==> config.mk <==
export PLATFORM = sky130hd
export DESIGN_NAME = piso_serializer
export DESIGN_NICKNAME = d
export VERILOG_FILES = /design/src/rtl/piso_pkg.sv /design/src/rtl/piso_serializer_bit_counter.sv /design/src/rtl/piso_serializer.sv
export SDC_FILE = /design/constraint.sdc
export NUM_CORES = 1
export LEC_CHECK = 0
export CELL_PAD_IN_SITES_DETAIL_PLACEMENT = 0
export CELL_PAD_IN_SITES_GLOBAL_PLACEMENT = 2
export CORE_MARGIN = 8
export CORE_UTILIZATION = 30
export CTS_CLUSTER_DIAMETER = 30
export DETAILED_ROUTE_END_ITERATION = 7
export GPL_ROUTABILITY_DRIVEN = 1
export PLACE_DENSITY = 0.77
export SLEW_MARGIN = 30
export SYNTH_ARGS = -nofsm -noshare
export SYNTH_HDL_FRONTEND = slang
export SYNTH_SLANG_ARGS = --single-unit
export TNS_END_PERCENT = 1
==> constraint.sdc <==
create_clock -name clk -period 4.4 [get_ports clk]
set_input_delay 1.1 -clock clk [delete_from_list [all_inputs] [get_ports clk]]
set_output_delay 1.1 -clock clk [all_outputs]
set_load 0.01 [all_outputs]
==> src/rtl/piso_pkg.sv <==
// Shared types for the parallel-in/serial-out transmitter.
package piso_pkg;

    typedef enum logic {
        IDLE  = 1'b0,
        SHIFT = 1'b1
    } piso_state_t;

endpackage

==> src/rtl/piso_serializer_bit_counter.sv <==
// Bit position counter for the serializer: synchronous clear wins over increment.
module bit_counter #(
    parameter int WIDTH = 8
) (
    input  logic                     clk,
    input  logic                     rst,
    input  logic                     en,
    input  logic                     clr,
    output logic [$clog2(WIDTH)-1:0] cnt,
    output logic                     at_max
);
    localparam int CNT_W = $clog2(WIDTH);

    logic [CNT_W-1:0] cnt_q;

    always_ff @(posedge clk or posedge rst) begin
        if (rst) begin
            cnt_q <= '0;
        end else if (clr) begin
            cnt_q <= '0;
        end else if (en) begin
            cnt_q <= cnt_q + CNT_W'(1);
        end
    end

    assign cnt    = cnt_q;
    assign at_max = (cnt_q == CNT_W'(WIDTH - 1));

endmodule

==> src/rtl/piso_serializer.sv <==
// Parallel-in/serial-out transmitter with valid/ready on both sides.
// Every output decodes from registered state, so there is no input-to-output path.
module piso_serializer
    import piso_pkg::*;
#(
    parameter int WIDTH     = 8,
    parameter bit MSB_FIRST = 1'b1
) (
    input  logic             clk,
    input  logic             rst,
    input  logic             in_valid,
    output logic             in_ready,
    input  logic [WIDTH-1:0] in_data,
    output logic             ser_out,
    output logic             ser_valid,
    input  logic             ser_ready,
    output logic             ser_last,
    output logic             busy
);
    localparam int CNT_W   = $clog2(WIDTH);
    localparam int OUT_IDX = MSB_FIRST ? WIDTH - 1 : 0;

    piso_state_t      state_q, state_d;
    logic [WIDTH-1:0] shreg_q;
    logic [WIDTH-1:0] shreg_shifted;
    logic [CNT_W-1:0] bit_cnt;
    logic             at_max;
    logic             load;
    logic             shift;
    logic             cnt_en;
    logic             cnt_clr;

    always_ff @(posedge clk or posedge rst) begin
        if (rst) begin
            state_q <= IDLE;
        end else begin
            state_q <= state_d;
        end
    end

    always_comb begin
        state_d = state_q;
        load    = 1'b0;
        shift   = 1'b0;
        cnt_en  = 1'b0;
        cnt_clr = 1'b0;
        case (state_q)
            IDLE: begin
                if (in_valid) begin
                    load    = 1'b1;
                    cnt_clr = 1'b1;
                    state_d = SHIFT;
                end
            end
            SHIFT: begin
                // The final bit is not shifted out of the register; the word is simply retired.
                if (ser_ready) begin
                    if (at_max) begin
                        cnt_clr = 1'b1;
                        state_d = IDLE;
                    end else begin
                        shift  = 1'b1;
                        cnt_en = 1'b1;
                    end
                end
            end
            default: state_d = IDLE;
        endcase
    end

    always_comb begin
        shreg_shifted = MSB_FIRST ? {shreg_q[WIDTH-2:0], 1'b0} : {1'b0, shreg_q[WIDTH-1:1]};
    end

    always_ff @(posedge clk or posedge rst) begin
        if (rst) begin
            shreg_q <= '0;
        end else if (load) begin
            shreg_q <= in_data;
        end else if (shift) begin
            shreg_q <= shreg_shifted;
        end
    end

    bit_counter #(
        .WIDTH (WIDTH)
    ) u_bit_counter (
        .clk    (clk),
        .rst    (rst),
        .en     (cnt_en),
        .clr    (cnt_clr),
        .cnt    (bit_cnt),
        .at_max (at_max)
    );

    // The shift register keeps the last bit after a word retires, so gate ser_out on state.
    assign busy      = (state_q == SHIFT);
    assign in_ready  = (state_q == IDLE);
    assign ser_valid = busy;
    assign ser_out   = busy & shreg_q[OUT_IDX];
    assign ser_last  = busy & (bit_cnt == CNT_W'(WIDTH - 1));

endmodule
==> deck_impl_summary.md, run 1 <==
Synthesis and Place & Route Summary

Critical path
  • Worst flop-to-flop path startpoint: u_bit_counter.cnt[0]
  • Reg2Reg Setup Slack: 2.87 ns
  • Peak per-stage delay on the critical path: 0.47 ns
  • Slowest CP cell: clkdlybuf4s50_1
  • CP Max Fanout: 4
  • Critical Path Sink Type: output port
  • CP top delay family: buffers and inverters
  • Critical path class: flop to output port
  • Worst path arrival time: 1.73 ns

Yosys
  • Syn Nets: 68
  • Chip Area, Yosys: 616.8 um2
  • Synth cell types: 18
  • Synth warn: 0
  • Ys flops: 12
  • Synth Area in Adders: 0.04057
  • Yosys aoi share: 0.2028
  • Post-synth mux share: 0

Cells and area
  • Layout cells sized above 1: 0.1944
  • Nets: 87
  • Top cell excl fill/tap: clkdlybuf4s50_1
  • Area Growth Syn to Fin: 34.28%
  • Layout Cells excl Fill: 99
  • Antenna cells: 0

Clocking
  • H-tree levels: 1
  • Post-cts sizing count: 0
  • Clock root buffer: clkbuf_4
  • Clock transition at path regs: 0.08 ns
  • Latency at later pin: 0.27 ns

Route
  • Met1 wire length: 551 um
  • DR top layer: met4
  • Metal2 WL: 479 um
  • Post-Route WL: 1.144 mm
  • Post-DRT Antenna Nets: 0
  • First-pass iteration count of the detailed router: 2
  • Metal3 WL: 101 um
  • Drc violations: 0

Pwr
  • Max VDD drop: 185.8 uV

Floorplan
  • Core Util at FP: 0.3177
  • Die Area: 3763 um2

GRT
  • GR Util All Layers: 0.07362
  • Largest net degree at the start of global routing: 13

Run status
  • Status: finished, final reports clean

STA
  • Pin slew with the least headroom to its limit: 0.4465 ns
  • Setup TNS: 0 ns
  • Final hold violation count: 0
  • Slew Viols, Final: 0
  • Final setup vio count: 0
  • Min cycle time layout: 2.826 ns

Place
  • Area after DPL: 792.0 um2
  • Routability Congestion: 0.7237

Job
  • OpenROAD warning count: 26

Worst hold path
  • Hold Path Class: flop to flop
  • Hold path cells: 2
-- run 1: how the worst max path moves through the flow --
| stage | startpoint | end | slack (ns) | depth (start not counted) |
|---|---|---|---|---|
| floorplan | u_bit_counter.cnt[0] | ser_last | 2.35 | 3 |
| global placement | u_bit_counter.cnt[0] | ser_last | 1.88 | 4 |
| detailed placement | u_bit_counter.cnt[0] | ser_last | 1.86 | 4 |
| CTS | u_bit_counter.cnt[0] | ser_last | 1.55 | 4 |
| global route | u_bit_counter.cnt[0] | ser_last | 1.48 | 4 |
| finish | u_bit_counter.cnt[0] | ser_last | 1.57 | 4 |
-- run 1: where the power goes --
| group | leakage [nW] | internal (W) | switching, W |
|---|---|---|---|
| Sequential | 0.137 | 0.000155 | 0.0000318 |
| Combinational | 0.183 | 0.0000877 | 0.0000550 |
| Clock | 0.0210 | 0.0000502 | 0.0000360 |
| Total | 0.341 | 0.000293 | 0.000123 |
-- run 1: flip-flops by register name (all words and copies together), names as in the netlist --
signal             count
u_bit_counter.cnt      3
busy                   1
shreg_q                8
-- run 1: worst register-to-register path, cell delays in order, from the launching register on --
cell	delay, ns
dfrtp_1	0.41
ha_1	0.21
ha_1	0.21
nand3b_4	0.24
o21ai_4	0.16
o221a_2	0.24
-- run 1: metrics by stage --
step	worst slack [ns]	hold WS, ns
finish	1.574	0.5219
global route	1.484	0.5497
CTS	1.551	0.5205
detailed placement	1.855	0.5029
global placement	1.884	0.4909
floorplan	2.349	0.4707
-- run 1: cell type report --
type,count,area share
clock buffers,4,0.04381
inverters,4,0.01813
multi-input cells,36,0.3414
flip-flops and latches,12,0.3625
well taps,27,0.04079
repair buffers,16,0.1934
-- run 1: routing by layer --
| layer | GRT usage | vias to the layer above |
|---|---|---|
| met5 | 0 | - |
| met4 | 0.03896 | 0 |
| met3 | 0.02923 | 2 |
| met2 | 0.1090 | 16 |
| met1 | 0.08926 | 201 |
| li1 | - | 232 |
-- run 1: synth_stat cells --
| cell type | instances | area (um2) |
|---|---|---|
| nand4b_1 | 1 | 8.760 |
| o21ai_4 | 1 | 16.27 |
| nor4bb_1 | 1 | 10.01 |
| nand2b_1 | 7 | 43.79 |
| dfrtp_1 | 12 | 300.3 |
| o21ai_0 | 4 | 20.02 |
| nand3b_4 | 1 | 20.02 |
| nor2_1 | 1 | 3.750 |
| buf_6 | 1 | 11.26 |
| nand2_1 | 5 | 18.77 |
| a21oi_1 | 2 | 10.01 |
| and2_1 | 2 | 12.51 |
| nor2b_2 | 1 | 8.760 |
| ha_1 | 2 | 25.02 |
| inv_1 | 4 | 15.01 |
| buf_4 | 1 | 7.510 |
| o221a_2 | 7 | 78.83 |
| nor2b_1 | 1 | 6.260 |
-- run 1: logic make-up after synthesis --
logic type,count (synthesis)
simple gates,20
compound gates,14
flops,12
buf+inv,6
fa+ha+maj,2
### Clock wires, drivers and flops, run 1

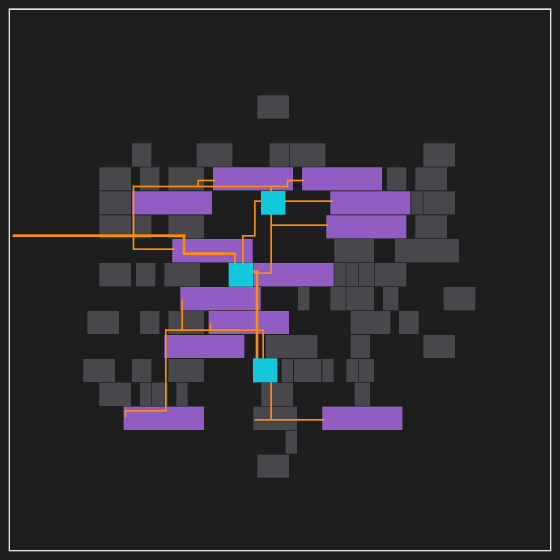
Cyan shows clock-net drivers, count 3. Orange shows clock wires, length 158 um. Purple shows flip-flops, count 12.
There are 4 routed clock nets.
clock share of power: 0.207
total clock network power: 0.0000862 W
final clock skew: 0.002308 ns

### The metal 1 layer, run 1

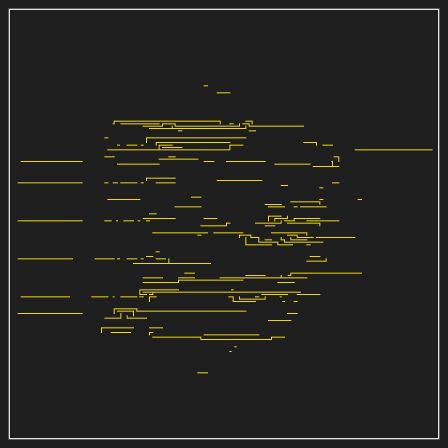
The layer holds 48% of the routed length. The wires run mostly horizontal. The longest straight run is 22.5 um.

### Where the registers sit, run 1

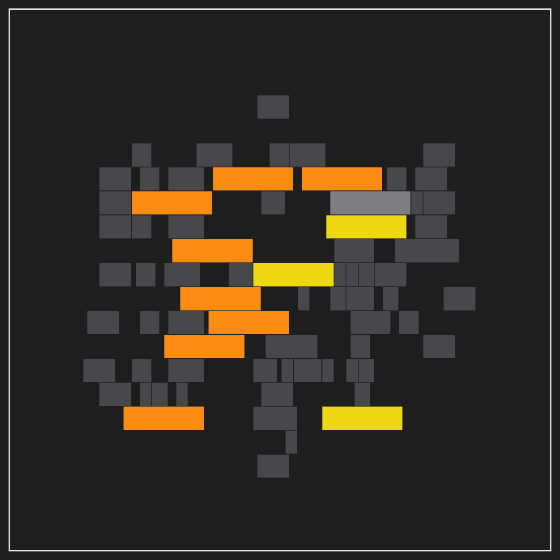
Yellow shows u_bit_counter.cnt, flops 3. Orange shows shreg_q, flops 8.

### Wires at chosen ports, followed through buffers, run 1

The bar under the picture is 20 um long.
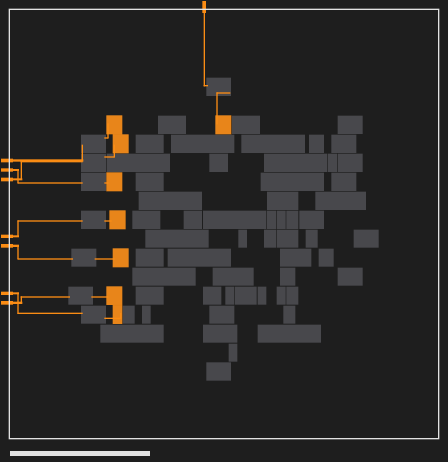
Orange shows in_data, direction input, end cells 8, buffers 8, wire 113 um.
input/output buffers: 16
I/O pin count: 17

### Congestion heat map, run 1

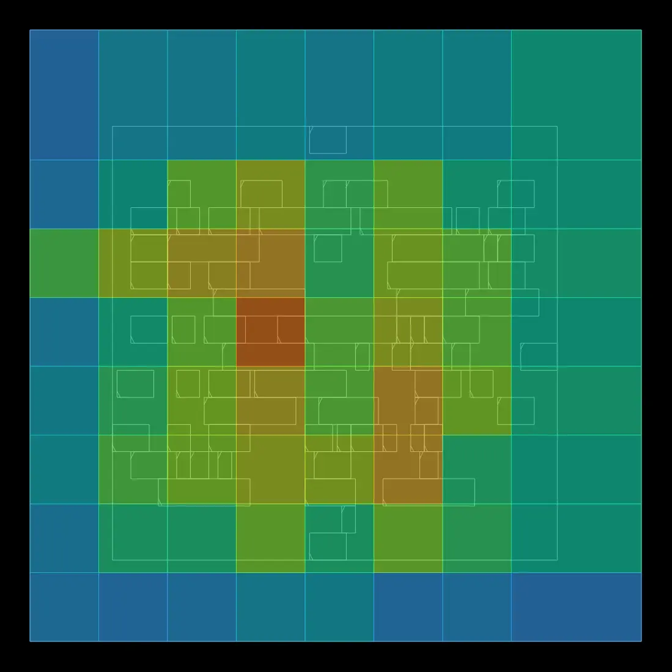

==> run 1 -> run 2 <==
--- a/config.mk
+++ b/config.mk
@@ -8,11 +8,11 @@
 export CELL_PAD_IN_SITES_DETAIL_PLACEMENT = 0
 export CELL_PAD_IN_SITES_GLOBAL_PLACEMENT = 2
 export CORE_MARGIN = 8
-export CORE_UTILIZATION = 30
+export CORE_UTILIZATION = 28
 export CTS_CLUSTER_DIAMETER = 30
 export DETAILED_ROUTE_END_ITERATION = 7
 export GPL_ROUTABILITY_DRIVEN = 1
-export PLACE_DENSITY = 0.77
+export PLACE_DENSITY = 0.72
 export SLEW_MARGIN = 30
 export SYNTH_ARGS = -nofsm -noshare
 export SYNTH_HDL_FRONTEND = slang
==> constraint.sdc (replaced) <==
create_clock -name clk -period 2.79 [get_ports clk]
set_input_delay 0.6975 -clock clk [delete_from_list [all_inputs] [get_ports clk]]
set_output_delay 0.6975 -clock clk [all_outputs]
set_load 0.01 [all_outputs]
### Congestion heat map, run 2

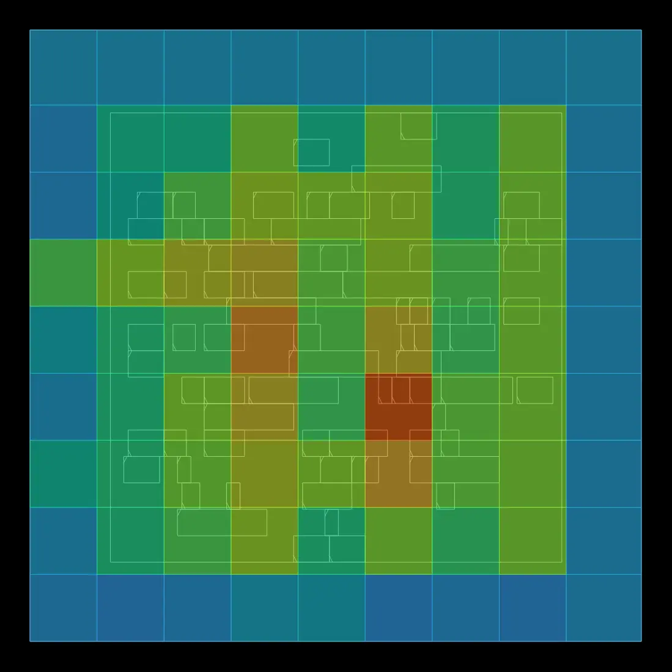
GR Util met2: 0.08963
GR Layer Usage met3: 0.03405

### The metal 1 layer, run 2

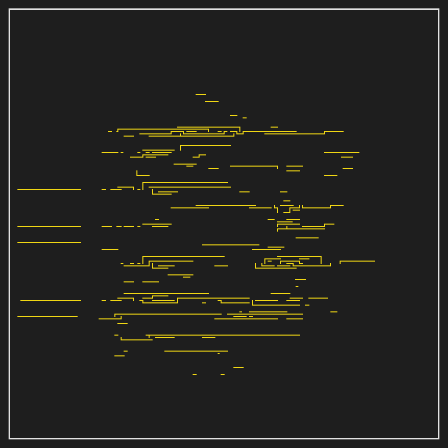
75 nets have wire on it. The longest straight run is 22.5 um. The layer carries 554 um of wire. The wires run mostly horizontal.
DR vias: 438
met1 GRT Util: 0.08161
Post-Route WL: 1.135 mm

==> deck_impl_summary.md, run 2 <==
Synthesis and Place & Route Summary

Yosys
  • Count of library flops with an enable pin: 0 (unchanged)
  • Yosys top cell by instances: dfrtp_1
  • Max-area cell share: 0.4868 (unchanged)
  • Syn Inst Count: 54
  • Number of cells in Yosys stat: 54
  • Synth warn: 0 (unchanged)
  • Ys async rst share: 1.000 (unchanged)
  • Dominant cell type by area after synthesis: dfrtp_1
  • Synth top area cells: dfrtp_1 (49%), o221a_2 (13%), nand2b_1 (7.1%)
  • Avg Cell Area, Syn: 11.42 um2
  • Syn Nets: 68 (unchanged)
  • Chip Area, Yosys: 616.8 um2 (unchanged)
  • Ys flop type: dfrtp_1
  • Synth cell types: 18 (unchanged)
  • Commonest cells post-synth: dfrtp_1 (12), nand2b_1 (7), o221a_2 (7), nand2_1 (5)
  • Ys flops: 12 (unchanged)

Worst hold path
  • Hold Path Class: flop to flop
  • Hold path cells: 2 (unchanged)

Critical path
  • Critical Path Sink Type: output port
  • Worst flop-to-flop path startpoint: u_bit_counter.cnt[0]
  • Worst path arrival time: 1.72 ns (about the same)
  • Reg2Reg Setup Slack: 1.28 ns (-1.59 ns)
  • Setup crit start: u_bit_counter.cnt[0]
  • Critical path class: flop to output port
  • CP Max Fanout: 4 (unchanged)
  • Critical Path Sink: ser_last
  • WP data required: 2.09 ns

Clocking
  • Clock root buffer: clkbuf_4
  • Clock transition at path regs: 0.08 ns (about the same)
  • Clock Sinks: 12
  • Post-cts sizing count: 0 (unchanged)
  • H-tree levels: 1 (unchanged)
  • CTS tree: yes
  • Latency at later pin: 0.27 ns (about the same)
  • Post-CTS Repair Setup Buffers: 0
  • CTS max path bufs: 2
  • CTS Buf Count: 3

Route
  • Via-to-Cell Ratio: 4.380
  • First-pass iteration count of the detailed router: 3 (+1)
  • Post-DRT Antenna Nets: 0 (unchanged)
  • WL/cell: 11.35 um
  • Metal2 WL: 478 um (-0.21%)
  • Drc violations: 0 (unchanged)
  • DR top layer: met3
  • Metal3 WL: 103 um (+2.0%)
  • Met1 wire length: 553 um (+0.36%)

STA
  • Final hold violation count: 0 (unchanged)
  • Pin slew with the least headroom to its limit: 0.4472 ns (+0.0007157 ns)
  • Unrepaired setup endpoints after global routing: false
  • Rel. slew slack: 0.7019
  • Setup TNS: 0 ns (unchanged)
  • Fin crit share: 0.8662
  • Slew Viols, Final: 0 (unchanged)
  • Min cycle time layout: 2.417 ns
  • Final clock skew: 0.006149 ns (+0.003841 ns)
  • Final setup vio count: 0 (unchanged)
  • Fin worst setup slack: 0.3733 ns (-1.201 ns)

Floorplan
  • Core Region: 2148 um2
  • Die Wd: 62.94 um
  • I/O pin count: 17 (unchanged)
  • Core Util at FP: 0.2871 (-0.03053)
  • Die Area: 3961 um2 (+5.3%)

Place
  • Area after DPL: 793.3 um2 (+0.16%)
  • Routability Congestion: 0.6799 (-6.1%)
  • Dpl ws: 0.6493 ns (-1.206 ns)
  • DPL Wire Length: 910.9 um
  • Input/output buffers: 16 (unchanged)

Cells and area
  • Area Growth Syn to Fin: 34.48%
  • Max FFs per register: 8 (unchanged)
  • Top cell excl fill/tap: clkdlybuf4s50_1
  • Layout cells sized above 1: 0.1944 (unchanged)
  • Largest Register: shreg_q
  • Antenna cells: 0 (unchanged)
  • Nets: 87 (unchanged)
  • Top cells excl fill/tap: clkdlybuf4s50_1 (16), dfrtp_1 (12), nand2b_1 (7), o221a_2 (7), nand2_1 (5)

Run status
  • Status: finished, final reports clean

Pwr
  • Pwr dens: 788.4 nW/um2
  • Final Power: 0.0006540 W
  • Max VDD drop: 330.1 uV (+78%)
  • Pleak: 0.3406 nW

GRT
  • Largest net degree at the start of global routing: 13 (unchanged)
  • GR Util All Layers: 0.06593 (-0.007683)
  • First-pass GRT wire length: 2.166 mm

Job
  • Max Cap Viol: 0
  • OpenROAD warning count: 26 (unchanged)
-- run 2: kinds of logic after synthesis --
logic type	share of synthesized area
AND/OR/NAND/NOR	0.2150
AND-OR/OR-AND	0.2029
flip-flops	0.4868
buffers and inverters	0.05476
adder cells (fa/ha/maj)	0.04056
-- run 2: worst min path at each step --
stage | to | slack (ns)
4_1_cts | u_bit_counter.cnt[1] | 0.52
3_5_place_dp | u_bit_counter.cnt[1] | 0.50
3_3_place_gp | u_bit_counter.cnt[1] | 0.49
5_1_grt | u_bit_counter.cnt[1] | 0.56
6_report | u_bit_counter.cnt[1] | 0.52
2_1_floorplan | u_bit_counter.cnt[1] | 0.47
-- run 2: where the power goes --
part | leakage [nW] | switching (W) | internal, W
Clock | 0.0210 | 0.0000559 | 0.0000791
Sequential | 0.137 | 0.0000510 | 0.000245
Combinational | 0.183 | 0.0000847 | 0.000138
Total | 0.341 | 0.000192 | 0.000462
-- run 2: area by class of cell --
class	instances	area [um2]
sequential	12	300.3
tap	28	35.03
timing repair buffer	16	160.2
fill	219	1319
clock buffer	4	36.28
inverter	4	15.01
multi-input combinational	36	282.8
-- run 2: per-layer routing --
metal  GRT usage  up-vias
met5           0        -
met4     0.03419        0
met3     0.03405        0
met2     0.08963       13
met1     0.08161      194
li1            -      231
-- run 2: per-stage QoR --
stage	std cells	hold WS [ns]
finish	100	0.5160
global route	100	0.5597
CTS	100	0.5200
detailed placement	96	0.5014
global placement	96	0.4943
floorplan	54	0.4707
-- run 2: critical path: stages (launching register included) --
cell	delay, ns
dfrtp_1	0.41
ha_1	0.21
ha_1	0.21
and2_1	0.15
clkdlybuf4s50_1	0.47
No activity file was given, so power comes from the tool's default toggle rates.
